Fig. 1: run 1, met1 routing
Supply wires on this layer in gray.
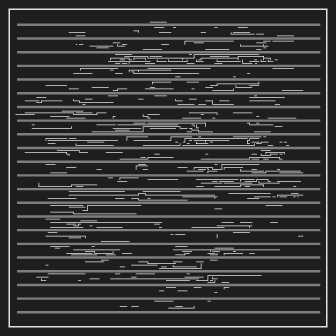
Fig. 2: run 1, metal 2
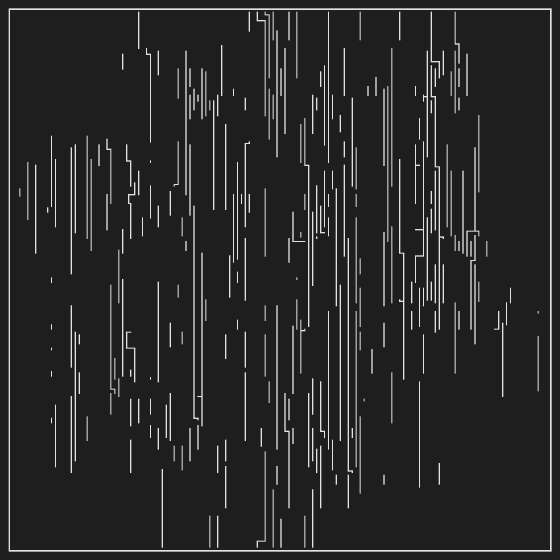
Fig. 3: run 1, M3 wires
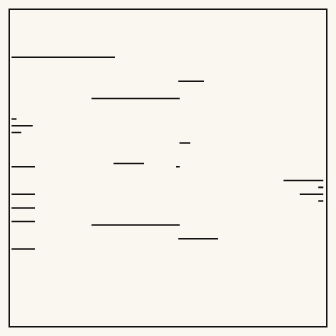
`src/rtl/serial_adder_pkg.sv`:
```
// Shared definitions for the bit-serial adder controller: FSM state
// encoding and the default operand width.
package serial_adder_pkg;

    typedef enum logic [1:0] {
        IDLE  = 2'd0,
        SHIFT = 2'd1,
        DONE  = 2'd2
    } state_t;

    localparam int DEFAULT_WIDTH = 8;

endpackage

```
`src/rtl/full_adder.sv`:
```
// One-bit full adder: the only arithmetic element of the serial adder.
module full_adder (
    input  logic x,
    input  logic y,
    input  logic c_in,
    output logic s,
    output logic c_out
);

    // Sum and carry of a single bit pair plus incoming carry.
    always_comb begin
        s     = x ^ y ^ c_in;
        c_out = (x & y) | (c_in & (x ^ y));
    end

endmodule

```
`src/rtl/serial_adder_ctrl.sv`:
```
// Bit-serial adder controller: accepts two operands plus carry-in, adds them
// LSB first through one full adder over WIDTH cycles, then holds the result
// until the consumer takes it.
// Optional: define SERIAL_ADDER_CTRL_OVF_EN to add the signed overflow output ovf.
//
//  state | meaning
//  IDLE  | waiting for operands, in_ready=1
//  SHIFT | adding one bit pair per cycle, WIDTH cycles
//  DONE  | result held, out_valid=1 until out_ready
module serial_adder_ctrl
    import serial_adder_pkg::*;
#(
    parameter int WIDTH = DEFAULT_WIDTH
) (
    input  logic             clk,
    input  logic             rst,
    input  logic             clear,
    input  logic             in_valid,
    output logic             in_ready,
    input  logic [WIDTH-1:0] a,
    input  logic [WIDTH-1:0] b,
    input  logic             c_in,
    output logic             out_valid,
    input  logic             out_ready,
    output logic [WIDTH-1:0] sum,
    output logic             c_out
`ifdef SERIAL_ADDER_CTRL_OVF_EN
    ,
    output logic             ovf
`endif
);

    localparam int CW = $clog2(WIDTH) + 1;

    state_t           state;
    state_t           state_nxt;
    logic [WIDTH-1:0] a_sh;
    logic [WIDTH-1:0] b_sh;
    logic [WIDTH-1:0] sum_sh;
    logic             carry;
    logic [CW-1:0]    cnt;
    logic             last_bit;
    logic             fa_s;
    logic             fa_c;

    assign last_bit  = (cnt == CW'(WIDTH - 1));
    assign in_ready  = (state == IDLE);
    assign out_valid = (state == DONE);
    // The carry register holds the final carry once the last bit is added.
    assign sum       = sum_sh;
    assign c_out     = carry;

    full_adder u_fa (
        .x     (a_sh[0]),
        .y     (b_sh[0]),
        .c_in  (carry),
        .s     (fa_s),
        .c_out (fa_c)
    );

    // State register.
    always_ff @(posedge clk or posedge rst) begin
        if (rst) begin
            state <= IDLE;
        end else begin
            state <= state_nxt;
        end
    end

    // Next-state logic; clear overrides every handshake.
    always_comb begin
        state_nxt = state;
        if (clear) begin
            state_nxt = IDLE;
        end else begin
            unique case (state)
                IDLE:    if (in_valid)  state_nxt = SHIFT;
                SHIFT:   if (last_bit)  state_nxt = DONE;
                DONE:    if (out_ready) state_nxt = IDLE;
                default: state_nxt = IDLE;
            endcase
        end
    end

    // Operand shifters, sum shifter, carry and bit counter.
    always_ff @(posedge clk or posedge rst) begin
        if (rst) begin
            a_sh   <= '0;
            b_sh   <= '0;
            sum_sh <= '0;
            carry  <= 1'b0;
            cnt    <= '0;
        end else if (clear) begin
            sum_sh <= '0;
            carry  <= 1'b0;
            cnt    <= '0;
        end else begin
            unique case (state)
                IDLE: begin
                    if (in_valid) begin
                        a_sh  <= a;
                        b_sh  <= b;
                        carry <= c_in;
                        cnt   <= '0;
                    end
                end
                SHIFT: begin
                    a_sh   <= a_sh >> 1;
                    b_sh   <= b_sh >> 1;
                    sum_sh <= {fa_s, sum_sh[WIDTH-1:1]};
                    carry  <= fa_c;
                    cnt    <= cnt + CW'(1);
                end
                default: ;
            endcase
        end
    end

`ifdef SERIAL_ADDER_CTRL_OVF_EN
    logic ovf_r;

    // On the MSB the carry register is the carry into the MSB and fa_c the carry out.
    always_ff @(posedge clk or posedge rst) begin
        if (rst) begin
            ovf_r <= 1'b0;
        end else if (clear) begin
            ovf_r <= 1'b0;
        end else if (state == SHIFT && last_bit) begin
            ovf_r <= carry ^ fa_c;
        end
    end

    assign ovf = ovf_r;
`endif

endmodule

```
`config.mk`:
```
export PLATFORM = sky130hd
export DESIGN_NAME = serial_adder_ctrl
export DESIGN_NICKNAME = d
export VERILOG_FILES = /design/src/rtl/serial_adder_pkg.sv /design/src/rtl/full_adder.sv /design/src/rtl/serial_adder_ctrl.sv
export SDC_FILE = /design/constraint.sdc
export NUM_CORES = 1
export LEC_CHECK = 0
export ABC_AREA = 0
export CORE_UTILIZATION = 40
export CTS_BUF_LIST = sky130_fd_sc_hd__clkbuf_16
export DETAILED_ROUTE_END_ITERATION = 7
export PLACE_DENSITY = 0.64
export SYNTH_ARGS = -nofsm -noshare
export SYNTH_HDL_FRONTEND = slang
export SYNTH_HIERARCHICAL = 1
export SYNTH_SLANG_ARGS = --single-unit
export TNS_END_PERCENT = 1
```
`constraint.sdc`:
```
create_clock -name clk -period 2.8 [get_ports clk]
set_input_delay 0.42 -clock clk [delete_from_list [all_inputs] [get_ports clk]]
set_output_delay 0.42 -clock clk [all_outputs]
set_load 0.02 [all_outputs]
```
==> reports/metrics.yaml, run 1 <==
status: "finished, final reports clean"
setup.worst_path.start_class: "flip-flop"
clock_skew_ns: 0.00473
synth_cells: 128
place_inst: 201
edf_count: 0
num_io_pins: 33
common_cells: "31 x dfrtp_1, 28 x mux2_2, 22 x nand2_1"
setup_tns_ns: 0
clkTransAtPathRegs_ns: 0.05
cts_buffers: 5
cp_slowest_cell: "clkdlybuf4s50_1"
rows: 21
yosys.cell_types.count: 26
ant_nets: 0
clock.fmax_mhz: 499
path_cells: "nor2b_1, clkdlybuf4s50_1"
grt_use_total_pct: 16.9
static-leakage-power_nw: 0.814
chip_area_um2: 3940
slowest_delay_ns: 0.62
p_int_mw: 0.949
place_congestion: 0.678
warnings: 26
fp_nets: 152
grt_pass1_vias: 1157
synth_chip_area_um2: 1480
wl_per_cell_um: 13.4
area_delta_synth_final_pct: 33.0
num_antenna_cells: 0
die_h_um: 62.8
hpwl_um: 2020
p_sw_mw: 0.295
worstSetupPathType: "reg2out"
cts_resized: 0
yosys_warnings: 6
fin_nets: 186
pwr-share-seq_pct: 43.7
flop_cell: "dfrtp_1"
grt_max_degree: 32
fin_ws_ns: 0.796
htree_num_levels: 2
pwr-share-comb_pct: 15.5
rr_worst_depth: 3
Back to the opening pictures, Fig. 1:
- wire length on this layer: 1240 um
- longest straight run: 22.1 um
grt met1 use: 20.5%
via count: 1076
final wirelength: 2800 um

Back to the opening pictures, Fig. 2:
- longest straight run: 27.0 um
- wire length on this layer: 1390 um
GRT met2 Usage: 27.7%

Back to the opening pictures, Fig. 3:
- main direction: horizontal
- wire length on this layer: 116 um
- longest straight run: 20.2 um
M3 GR Usage: 5.11%

==> run 1: cell usage in the layout, fill, tap and decap left out, types with 3 or more instances in the layout <==
cell type and instances:
a21oi_1 11, clkbuf_16 5, nand2_1 22, clkdlybuf4s50_1 32, dfrtp_1 31, mux2_2 28
buf_4 3, clkinv_2 3, nor2_1 5
==> run 1: worst min-delay path by stage <==
| stage | from | end | slack (ns) | depth (start not counted) |
|---|---|---|---|---|
| floorplan | a_sh[7] | a_sh[7] | 0.46 | 1 |
| global placement | b_sh[7] | b_sh[7] | 0.48 | 1 |
| detailed placement | b_sh[7] | b_sh[7] | 0.49 | 1 |
| CTS | b_sh[7] | b_sh[7] | 0.50 | 1 |
| global route | b_sh[3] | b_sh[3] | 0.53 | 1 |
| finish | b_sh[7] | b_sh[7] | 0.50 | 1 |
==> run 1: cell type report <==
cell class / count / area share, %
sequential: 31 / 39.5
multi-input combinational: 88 / 32.8
timing repair buffer: 35 / 17.4
clock buffer: 5 / 6.37
tap: 46 / 2.93
clock inverter: 3 / 0.764
inverter: 1 / 0.191
==> run 1: metrics by stage <==
stage | cell area, um^2 | utilization [%]
finish | 1970 | 57.1
detailed placement | 1830 | 53.0
CTS | 1970 | 57.1
global route | 1970 | 57.1
global placement | 1830 | 53.0
floorplan | 1480 | -
==> run 1: state kept, by name, indices dropped and copies added, names as in the netlist <==
signal and flops:
b_sh 8, a_sh 8, c_out 1, cnt 4, state 2, sum 8
==> run 1: worst max-delay path: cells and delay by family (launching register included) <==
kind / cells / cell delay (ns)
buffers and inverters: 1 / 0.62
flip-flops: 1 / 0.49
AND/OR/NAND/NOR: 1 / 0.20
==> run 1: power by group through the flow <==
stage	logic (mW)	registers, mW	clock network, mW
after floorplan	0.131	0.544	0
after global placement	0.189	0.547	0
after detailed placement	0.197	0.551	0
after CTS	0.197	0.544	0.518
after global routing	0.218	0.553	0.541
final	0.193	0.544	0.508
==> run 1: cell families (layout without fill, tap and decap cells) <==
logic type / Yosys count / in the layout / share of synthesized area (%)
muxes: 29 / 29 / 22.0
buffers and inverters: 9 / 44 / 3.81
adders and majority gates: 2 / 2 / 2.20
and+or+nand+nor: 36 / 36 / 10.7
DFF: 31 / 31 / 52.5
AOI/OAI and AO/OA: 21 / 21 / 8.81
==> run 1: metal layers <==
| metal | GRT usage [%] | part of all wire (%) | vias up |
|---|---|---|---|
| li1 | - | - | 509 |
| met1 | 20.5 | 44 | 540 |
| met4 | 6.98 | 1.9 | 0 |
| met3 | 5.11 | 4.1 | 7 |
| met2 | 27.7 | 50 | 20 |
| met5 | 0 | 0 | - |
Fig. 4: run 1, wire density map
Scale bar: 20 um. 13 x 13 tiles, from dark purple (low) to yellow (high), scaled to the fullest tile. Values are wire area over tile area, all layers added.
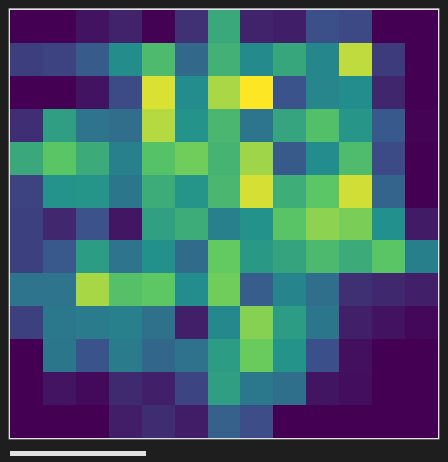

==> run 2: changes to the inputs <==
Clock period 2.8 ns to 2.02 ns, I/O delays scaled along.
Fig. 5: run 2, wire density map
Scale bar: 20 um. 13 x 13 tiles, from dark purple (low) to yellow (high), scaled to the fullest tile. Values are wire area over tile area, all layers added.
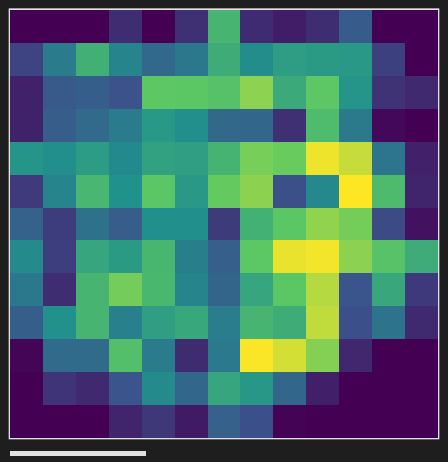
- emptiest ninth of the die: south-east
- tiles over half the peak: 38%
- nearly empty tiles: 14%
via count: 1060
routed length per instance: 13.3 um
total global-route track usage: 16.6%
final wirelength: 2840 um

==> reports/metrics.yaml, run 2 <==
status: "finished, final reports clean"
place_congestion: 0.733  # +8.1%
fin_area_um2: 1990  # +1.3%
area_delta_synth_final_pct: 34.8
flop_cell: "dfrtp_1"
static-leakage-power_nw: 0.830  # +2.0%
edf_count: 0  # unchanged
htree_num_levels: 2  # unchanged
clkTransAtPathRegs_ns: 0.05  # about the same
grt_pass1_vias: 1108  # -4.2%
place_inst: 205  # +2.0%
clock_skew_ns: 0.00549  # +0.000758 ns
yosys.cell_types.count: 26  # unchanged
hpwl_um: 1970  # -2.5%
slowest_delay_ns: 0.62  # about the same
dpl_cell_area_um2: 1860  # +1.6%
warnings: 26  # unchanged
final_core_util_pct: 57.9  # +0.76 points
cp_slowest_cell: "clkdlybuf4s50_1"
num_antenna_cells: 0  # unchanged
fp_nets: 152  # unchanged
cts_resized: 0  # unchanged
fin_nets: 190  # +2.2%
synth_chip_area_um2: 1480  # unchanged
clock.fmax_mhz: 528
ant_nets: 0  # unchanged
path_cells: "nor2b_1, clkdlybuf4s50_1"
setup.worst_path.start_class: "flip-flop"
worstSetupPathType: "reg2out"
grt_max_degree: 32  # unchanged
==> run 2: cell counts after synthesis <==
No cell type changed its count.
==> run 2: worst min path at each step <==
| stage | startpoint | endpoint | slack, ns |
|---|---|---|---|
| floorplan | rst | a_sh[0] | 0.41 |
| global placement | b_sh[7] | b_sh[7] | 0.48 |
| detailed placement | a_sh[3] | a_sh[3] | 0.49 |
| CTS | rst | sum[3] | 0.42 |
| global route | rst | sum[5] | 0.49 |
| finish | rst | sum[5] | 0.40 |
==> run 2: cell families after synthesis <==
logic type	share of synthesized area, %
muxes	22.0
DFF	52.5
adders and majority gates	2.20
buffers and inverters	3.81
and+or+nand+nor	10.7
AOI/OAI and AO/OA	8.81
==> run 2: layer usage <==
layer	global-route usage, %	up-vias	wire length [um]
met4	8.72	0	45
met3	4.20	5	118
met2	27.0	24	1340
li1	-	519	-
met5	0	-	0
met1	20.1	512	1330
==> run 2: tightest hold or removal path: cells and delay by family <==
kind,cells,cell delay (ns)
buffers and inverters,3,0.79
==> run 2: cell type report <==
| type | count | area, um^2 | share of cell area [%] |
|---|---|---|---|
| multi-input combinational | 88 | 646 | 32.4 |
| clock buffer | 5 | 125 | 6.28 |
| sequential | 31 | 776 | 38.9 |
| timing repair buffer | 39 | 373 | 18.7 |
| inverter | 1 | 3.75 | 0.188 |
| tap | 46 | 57.6 | 2.89 |
| clock inverter | 3 | 11.3 | 0.565 |
==> run 2: metrics by stage <==
step	setup slack (ns)	total power, mW	hold slack [ns]
6_report	0.127	1.71	0.404
3_3_place_gp	0.233	1.03	0.481
3_5_place_dp	0.205	1.04	0.492
4_1_cts	0.122	1.73	0.423
2_1_floorplan	0.612	0.936	0.407
5_1_grt	0.0459	1.80	0.485
==> run 2: power by group <==
group	internal [mW]	total [mW]	switching [mW]
Sequential	0.704	0.753	0.0489
Combinational	0.171	0.277	0.106
Clock	0.441	0.676	0.235
No activity file was given, so power comes from the tool's default toggle rates.
